floorplan.png
The bar under the picture is 200 um long. Pins as bars on the die edge. Tap cells in grey.
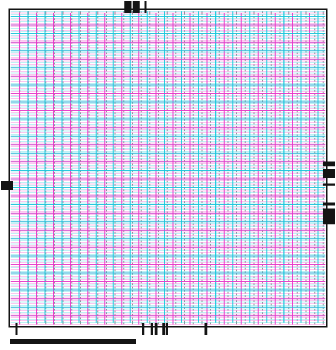
class_map.png
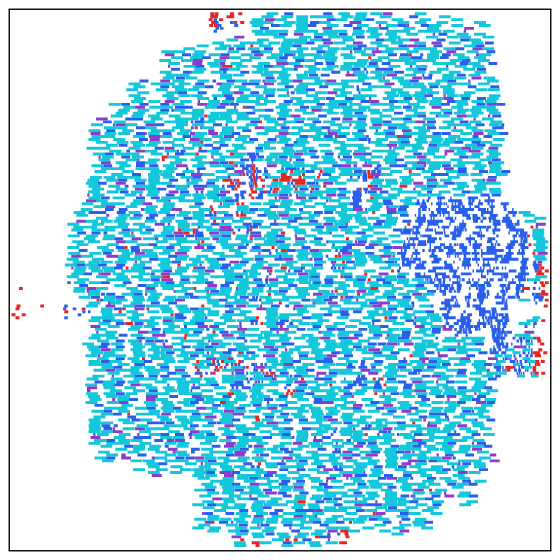
clock_wires.png
The bar under the picture is 200 um long.
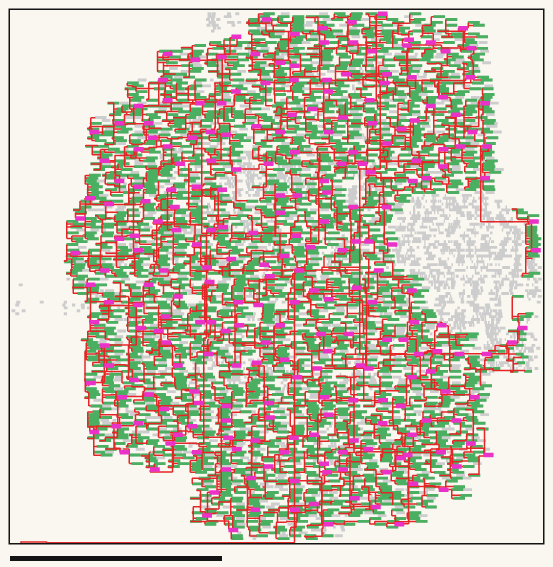
`config.mk`:
```
export PLATFORM = sky130hd
export DESIGN_NAME = pwl_func_mc_flat
export DESIGN_NICKNAME = d
export VERILOG_FILES = /design/src/rtl/pwl_func_pkg.sv /design/src/rtl/pwl_func_mc_if.sv /design/src/rtl/pwl_coef_ram.sv /design/src/rtl/pwl_func_mc.sv /design/src/flat_wrapper.sv
export SDC_FILE = /design/constraint.sdc
export NUM_CORES = 2
export LEC_CHECK = 0
export ABC_AREA = 0
export CAP_MARGIN = 20
export CORE_UTILIZATION = 40
export CTS_CLUSTER_DIAMETER = 80
export DETAILED_ROUTE_END_ITERATION = 10
export SYNTH_ARGS = -nofsm -noshare
export SYNTH_HDL_FRONTEND = slang
export SYNTH_SLANG_ARGS = --single-unit
```
`constraint.sdc`:
```
create_clock -name clk -period 20.3 [get_ports clk]
set_input_delay 3.045 -clock clk [delete_from_list [all_inputs] [get_ports clk]]
set_output_delay 3.045 -clock clk [all_outputs]
set_load 0.005 [all_outputs]
```
`src/rtl/pwl_func_pkg.sv`:
```
// Shared types, default geometry and the output saturation helper for the
// multi-channel piecewise-linear evaluator.
package pwl_func_pkg;

  localparam int SEG_BITS  = 4;
  localparam int FRAC_BITS = 8;
  localparam int N_SEG     = 1 << SEG_BITS;
  localparam int SPAN      = 1 << (SEG_BITS + FRAC_BITS);

  typedef enum logic {INIT = 1'b0, RUN = 1'b1} state_t;
  typedef enum logic {SEL_OFFSET = 1'b0, SEL_SLOPE = 1'b1} cfg_sel_t;

  // Clip a signed value into an ow-bit signed range.
  function automatic logic signed [31:0] sat_to_out(input logic signed [31:0] v, input int ow);
    logic signed [31:0] hi, lo;
    hi = (32'sd1 <<< (ow - 1)) - 32'sd1;
    lo = -hi - 32'sd1;
    if (v > hi) return hi;
    if (v < lo) return lo;
    return v;
  endfunction

endpackage

```
`src/rtl/pwl_func_mc_if.sv`:
```
// Sample stream, result stream and coefficient-load bus of pwl_func_mc.
interface pwl_func_mc_if #(
  parameter int N_CH       = 4,
  parameter int IN_WIDTH   = 16,
  parameter int SEG_BITS   = 4,
  parameter int COEF_WIDTH = 18,
  parameter int OUT_WIDTH  = 16
);
  localparam int CHW = (N_CH > 1) ? $clog2(N_CH) : 1;

  logic                  in_valid, in_ready;
  logic [CHW-1:0]        in_ch;
  logic [IN_WIDTH-1:0]   in_;
  logic                  out_valid, out_ready;
  logic [CHW-1:0]        out_ch;
  logic [OUT_WIDTH-1:0]  out;
  logic [1:0]            out_flags;
  logic                  cfg_we, cfg_ready, cfg_sel;
  logic [CHW-1:0]        cfg_ch;
  logic [SEG_BITS-1:0]   cfg_addr;
  logic [COEF_WIDTH-1:0] cfg_data;

  modport master (
    output in_valid, in_ch, in_, out_ready, cfg_we, cfg_ch, cfg_sel, cfg_addr, cfg_data,
    input  in_ready, out_valid, out_ch, out, out_flags, cfg_ready
  );
  modport slave (
    input  in_valid, in_ch, in_, out_ready, cfg_we, cfg_ch, cfg_sel, cfg_addr, cfg_data,
    output in_ready, out_valid, out_ch, out, out_flags, cfg_ready
  );
endinterface

```
`src/rtl/pwl_coef_ram.sv`:
```
// Per-channel coefficient table: {slope, offset} words, one write port with
// per-half enables, one registered read port that holds while re is low.
module pwl_coef_ram #(
  parameter int CW = 18,
  parameter int AW = 4
) (
  input  logic          clk,
  input  logic          we,
  input  logic [1:0]    be,
  input  logic [AW-1:0] waddr,
  input  logic [2*CW-1:0] wdata,
  input  logic          re,
  input  logic [AW-1:0] raddr,
  output logic [2*CW-1:0] rdata
);
  logic [2*CW-1:0] mem [1<<AW];

  // Read samples the pre-write contents, so a same-edge write is not visible.
  always_ff @(posedge clk) begin
    if (we && be[0]) mem[waddr][CW-1:0]    <= wdata[CW-1:0];
    if (we && be[1]) mem[waddr][2*CW-1:CW] <= wdata[2*CW-1:CW];
    if (re)          rdata <= mem[raddr];
  end
endmodule

```
`src/rtl/pwl_func_mc.sv`:
```
// Multi-channel piecewise-linear evaluator: segment/fraction split, per-channel
// table read, multiply-accumulate with saturation, over a 3-stage stallable pipe.
module pwl_func_mc #(
  parameter int N_CH       = 4,
  parameter int IN_WIDTH   = 16,
  parameter int SEG_BITS   = 4,
  parameter int FRAC_BITS  = 8,
  parameter int X_MIN      = -2048,
  parameter int COEF_WIDTH = 18,
  parameter int OUT_WIDTH  = 16
) (
  input logic         clk,
  input logic         rst,
  pwl_func_mc_if.slave bus
);
  import pwl_func_pkg::*;

  localparam int CHW    = (N_CH > 1) ? $clog2(N_CH) : 1;
  localparam int STAGES = 3;
  localparam int PW     = COEF_WIDTH + FRAC_BITS + 1;
  localparam logic [0:0] ST_INIT = INIT;
  localparam logic [0:0] ST_RUN  = RUN;
  localparam logic signed [IN_WIDTH:0] XMIN_W = (IN_WIDTH+1)'(X_MIN);
  localparam logic signed [IN_WIDTH:0] SPAN_W = (IN_WIDTH+1)'(1 << (SEG_BITS + FRAC_BITS));

  logic [0:0]          state;
  logic [SEG_BITS-1:0] cnt;
  logic                run, init, stall, in_fire;
  logic [STAGES:1]     vld_pipe;

  assign run   = (state == ST_RUN);
  assign init  = (state == ST_INIT);
  assign stall = vld_pipe[STAGES] & ~bus.out_ready;
  assign bus.in_ready  = run & ~stall;
  assign bus.cfg_ready = run;
  assign bus.out_valid = vld_pipe[STAGES];
  assign in_fire = bus.in_valid & bus.in_ready;

  always_ff @(posedge clk) begin
    if (rst) begin
      state <= ST_INIT;
      cnt   <= '0;
    end else if (init) begin
      cnt <= cnt + 1'b1;
      if (&cnt) state <= ST_RUN;
    end
  end

  always_ff @(posedge clk) begin
    if (rst)         vld_pipe <= '0;
    else if (!stall) vld_pipe <= {vld_pipe[STAGES-1:1], in_fire};
  end

  // S1: offset from X_MIN, then clamp or split into segment/fraction
  logic signed [IN_WIDTH:0] x_off;
  logic [CHW-1:0]       s1_ch, s2_ch;
  logic [SEG_BITS-1:0]  s1_seg;
  logic [FRAC_BITS-1:0] s1_frac, s2_frac;
  logic                 s1_clamp, s2_clamp;

  assign x_off = $signed({bus.in_[IN_WIDTH-1], bus.in_}) - XMIN_W;

  always_ff @(posedge clk) begin
    if (!stall) begin
      s1_ch <= bus.in_ch;
      if (x_off[IN_WIDTH]) begin
        s1_seg <= '0; s1_frac <= '0; s1_clamp <= 1'b1;
      end else if (x_off >= SPAN_W) begin
        s1_seg <= '1; s1_frac <= '1; s1_clamp <= 1'b1;
      end else begin
        s1_seg   <= x_off[FRAC_BITS +: SEG_BITS];
        s1_frac  <= x_off[FRAC_BITS-1:0];
        s1_clamp <= 1'b0;
      end
      s2_ch    <= s1_ch;
      s2_frac  <= s1_frac;
      s2_clamp <= s1_clamp;
    end
  end

  // S2: all channel tables read in lockstep; INIT zeroes every entry in parallel
  logic [N_CH-1:0]                     ram_we;
  logic [1:0]                          ram_be;
  logic [SEG_BITS-1:0]                 ram_waddr;
  logic [2*COEF_WIDTH-1:0]             ram_wdata;
  logic [N_CH-1:0][2*COEF_WIDTH-1:0]   rd_data;

  assign ram_be    = init ? 2'b11 : ((cfg_sel_t'(bus.cfg_sel) == SEL_SLOPE) ? 2'b10 : 2'b01);
  assign ram_waddr = init ? cnt : bus.cfg_addr;
  assign ram_wdata = init ? '0 : {2{bus.cfg_data}};

  for (genvar c = 0; c < N_CH; c++) begin : g_ch
    assign ram_we[c] = init | (run & bus.cfg_we & (bus.cfg_ch == CHW'(c)));
    pwl_coef_ram #(.CW(COEF_WIDTH), .AW(SEG_BITS)) u_ram (
      .clk(clk), .we(ram_we[c]), .be(ram_be), .waddr(ram_waddr), .wdata(ram_wdata),
      .re(~stall), .raddr(s1_seg), .rdata(rd_data[c])
    );
  end

  // S3: floor-scaled product plus offset, clipped to the output width
  logic signed [COEF_WIDTH-1:0] s2_off, s2_slope;
  logic signed [PW-1:0]         prod;
  logic signed [COEF_WIDTH:0]   sum;
  logic signed [31:0]           clip;
  logic                         sat;

  assign s2_off   = rd_data[s2_ch][COEF_WIDTH-1:0];
  assign s2_slope = rd_data[s2_ch][2*COEF_WIDTH-1:COEF_WIDTH];
  assign prod = PW'(s2_slope) * PW'($signed({1'b0, s2_frac}));
  assign sum  = $signed({s2_off[COEF_WIDTH-1], s2_off}) + (COEF_WIDTH+1)'(prod >>> FRAC_BITS);
  assign clip = sat_to_out(32'(sum), OUT_WIDTH);
  assign sat  = (clip != 32'(sum));

  always_ff @(posedge clk) begin
    if (rst) begin
      bus.out       <= '0;
      bus.out_ch    <= '0;
      bus.out_flags <= '0;
    end else if (!stall) begin
      bus.out       <= clip[OUT_WIDTH-1:0];
      bus.out_ch    <= s2_ch;
      bus.out_flags <= {sat, s2_clamp};
    end
  end
endmodule

```
`src/flat_wrapper.sv`:
```
// flat-port wrapper written by rule: the top's interface ports become plain ports
module pwl_func_mc_flat import pwl_func_pkg::*;
#(
  parameter int N_CH       = 4,
  parameter int IN_WIDTH   = 16,
  parameter int SEG_BITS   = 4,
  parameter int FRAC_BITS  = 8,
  parameter int X_MIN      = -2048,
  parameter int COEF_WIDTH = 18,
  parameter int OUT_WIDTH  = 16
)
  (clk, rst, bus_in_valid, bus_in_ch, bus_in_, bus_out_ready, bus_cfg_we, bus_cfg_ch, bus_cfg_sel, bus_cfg_addr, bus_cfg_data, bus_in_ready, bus_out_valid, bus_out_ch, bus_out, bus_out_flags, bus_cfg_ready);
  pwl_func_mc_if #(.N_CH(N_CH), .IN_WIDTH(IN_WIDTH), .SEG_BITS(SEG_BITS), .COEF_WIDTH(COEF_WIDTH), .OUT_WIDTH(OUT_WIDTH)) bus_i ();
  input logic clk;
  input logic rst;
  input wire logic [$bits(bus_i.in_valid)-1:0] bus_in_valid;
  input wire logic [$bits(bus_i.in_ch)-1:0] bus_in_ch;
  input wire logic [$bits(bus_i.in_)-1:0] bus_in_;
  input wire logic [$bits(bus_i.out_ready)-1:0] bus_out_ready;
  input wire logic [$bits(bus_i.cfg_we)-1:0] bus_cfg_we;
  input wire logic [$bits(bus_i.cfg_ch)-1:0] bus_cfg_ch;
  input wire logic [$bits(bus_i.cfg_sel)-1:0] bus_cfg_sel;
  input wire logic [$bits(bus_i.cfg_addr)-1:0] bus_cfg_addr;
  input wire logic [$bits(bus_i.cfg_data)-1:0] bus_cfg_data;
  output wire logic [$bits(bus_i.in_ready)-1:0] bus_in_ready;
  output wire logic [$bits(bus_i.out_valid)-1:0] bus_out_valid;
  output wire logic [$bits(bus_i.out_ch)-1:0] bus_out_ch;
  output wire logic [$bits(bus_i.out)-1:0] bus_out;
  output wire logic [$bits(bus_i.out_flags)-1:0] bus_out_flags;
  output wire logic [$bits(bus_i.cfg_ready)-1:0] bus_cfg_ready;
  assign bus_i.in_valid = bus_in_valid;
  assign bus_i.in_ch = bus_in_ch;
  assign bus_i.in_ = bus_in_;
  assign bus_i.out_ready = bus_out_ready;
  assign bus_i.cfg_we = bus_cfg_we;
  assign bus_i.cfg_ch = bus_cfg_ch;
  assign bus_i.cfg_sel = bus_cfg_sel;
  assign bus_i.cfg_addr = bus_cfg_addr;
  assign bus_i.cfg_data = bus_cfg_data;
  assign bus_in_ready = bus_i.in_ready;
  assign bus_out_valid = bus_i.out_valid;
  assign bus_out_ch = bus_i.out_ch;
  assign bus_out = bus_i.out;
  assign bus_out_flags = bus_i.out_flags;
  assign bus_cfg_ready = bus_i.cfg_ready;
  pwl_func_mc #(.N_CH(N_CH), .IN_WIDTH(IN_WIDTH), .SEG_BITS(SEG_BITS), .FRAC_BITS(FRAC_BITS), .X_MIN(X_MIN), .COEF_WIDTH(COEF_WIDTH), .OUT_WIDTH(OUT_WIDTH)) u_core (.clk(clk), .rst(rst), .bus(bus_i));
endmodule
```
==> GITHUB_STEP_SUMMARY <==
### Yosys + OpenROAD results

| Metric | Value |
|---|---|
| Maximum number of pins on one net before global-route repair | `125` |
| Number of flops mapped to enable cells by yosys | `2,474` |
| Largest reg by FF count | `u_core.g_ch.u_ram.mem` |
| Crit path launch type | `register` |
| Routing layer with the top usage in global route | `met2` |
| Combinational cell fraction of total power | `0.425` |
| Endpoint required time on the critical path | `21.08 ns` |
| Flops after synth | `2,502` |
| Flop share of the area | `0.6560` |
| Transition at the pin with the smallest max-transition slack | `1.165 ns` |
| Portion of synthesized cell area occupied by the leading cell type | `0.7411` |
| Count of inverters other than clock inverters in the layout | `166` |
| Number of buffers inserted by port buffering | `70` |
| Synthesized-area fraction occupied by xor and xnor cells | `0.003307` |
| Most common library cells after synthesis | `edfxtp_1 (2,474), mux4_2 (728), nor2_1 (197), inv_1 (166), clkbuf_1 (146)` |
| Total routed wire length on the met1 layer | `106.0 mm` |
| Total negative slack | `0 ns` |
| Max Slew Vio Count | `0` |
| DR WL met2 | `117.5 mm` |
| Layout clock buffers | `298` |
| Post-route ant nets | `0` |
| Total count of hold-check failures in the final report | `0` |
| Global-route wire length before repair | `350.9 mm` |
| Tapcells | `3,330` |
| H-tree levels | `4` |
| Flip-flop count of the largest register, all copies and words added | `2,304` |
| GR Util met2 | `0.3079` |
| Final clock-cell share | `0.06732` |
| Peak fanout along the critical path | `26` |
| Final sequential cell count | `2,502` |
| Uppermost routed layer | `met5` |
| Final total power | `0.01797 W` |
| Total combinational power | `0.00764 W` |
| CTS tree | `done` |
| Status | `completed` |
| Global-route total usage across every layer | `0.1952` |
| Post-synthesis instance area | `100,200 um^2` |
| Comb area share | `0.2142` |
| Simple-gate area share of the yosys netlist | `0.02330` |
| Total tool warning count | `45` |
| Tmin final | `9.541 ns` |
| GP Congestion | `0.7982` |
| Main logic family after synthesis | `multiplexers` |
| Routed wl met3 | `16.70 mm` |
| Total of warnings raised by yosys | `0` |
| Num CTS Buffers | `241` |
| Top flop regs | `u_core.g_ch.u_ram.mem (2304), u_core.g_ch.u_ram.rdata (144), u_core.bus.out (16)` |
| Final setup violation count | `0` |
| # Cells Yosys | `4,564` |
| Maximum buffer depth of the clock tree | `3` |
| Largest power group | `combinational logic` |
| Num ports | `71` |
| Post-Syn Instances | `4,564` |
| Dpl ws | `10.77 ns` |
| Synth area leaders | `edfxtp_1 (74%), mux4_2 (16%), fa_1 (2.3%), ha_1 (0.92%), nor2_1 (0.74%)` |
| Synth Net Count | `4,800` |
| Share of the cycle needed by the critical path after routing | `0.4700` |
| Clock tree sinks | `2,502` |
| Sequential cell area fraction in the yosys report | `0.7467` |
| Ratio of cells with drive above 1 in the final layout | `0.2778` |
| Dominant delay contributor by cell family on the critical path | `adder cells` |
| Cell seen most often among critical-path stages | `fa_1` |
| Top_reg_cell synth | `edfxtp_1` |
| Initial cell density of the core | `0.4028` |
| Via count of the first global-routing pass | `47,633` |
| Global routing usage on met1 | `0.2826` |
| GRT met3 Usage | `0.03281` |
| Number of antenna repair diodes | `4` |
| Hold WS | `0.4197 ns` |
| Compound-gate portion of the synthesized area | `0.01388` |
| Endpoint type of the worst setup path | `register` |
-- floorplan.png (at the start) --
Cyan marks VDD. Magenta marks VSS.
The core has 183 rows. 36 straps on met4. 3,330 tap cells.
maximum ir drop on the vdd rail: 0.9520 mV
Die Width: 502.6 um
placeable core region: 248,900 um^2

-- class_map.png (at the start) --
Red marks remaining buffers and delay cells, cells 251. Purple marks clock drivers and dummy loads, cells 442. Cyan marks registers, cells 2,502. Blue marks remaining logic cells, cells 1,851.
Layout Cell Area excl Fill: 114,100 um^2
post-route core utilization: 0.4585
standard-cell row count: 183

-- clock_wires.png (at the start) --
Magenta marks clock-net drivers, count 241. Red marks clock wires, length 28.0 mm. Green marks flip-flops, count 2,502.
There are 242 routed clock nets.
setup clock skew after layout: 0.05832 ns
Latency at later pin: 0.89 ns
clock group share of total power: 0.244
total clock network power: 0.00439 W

==> worst paths after layout <==
kind | depth (start not counted) | to | from | slack (ns)
worst min-delay path | 0 | u_core.s2_clamp$_DFFE_PN_ | u_core.s1_clamp$_SDFFCE_PN1N_ | 0.42
worst min register to register | 0 | u_core.s2_clamp$_DFFE_PN_ | u_core.s1_clamp$_SDFFCE_PN1N_ | 0.42
worst max-delay path | 30 | u_core.bus.out_flags[1]$_SDFFE_PP0N_ | u_core.s2_ch[0]$_DFFE_PN_ | 10.76
worst max register to register | 30 | u_core.bus.out_flags[1]$_SDFFE_PP0N_ | u_core.s2_ch[0]$_DFFE_PN_ | 10.76
Power and IR drop assume default switching activity.
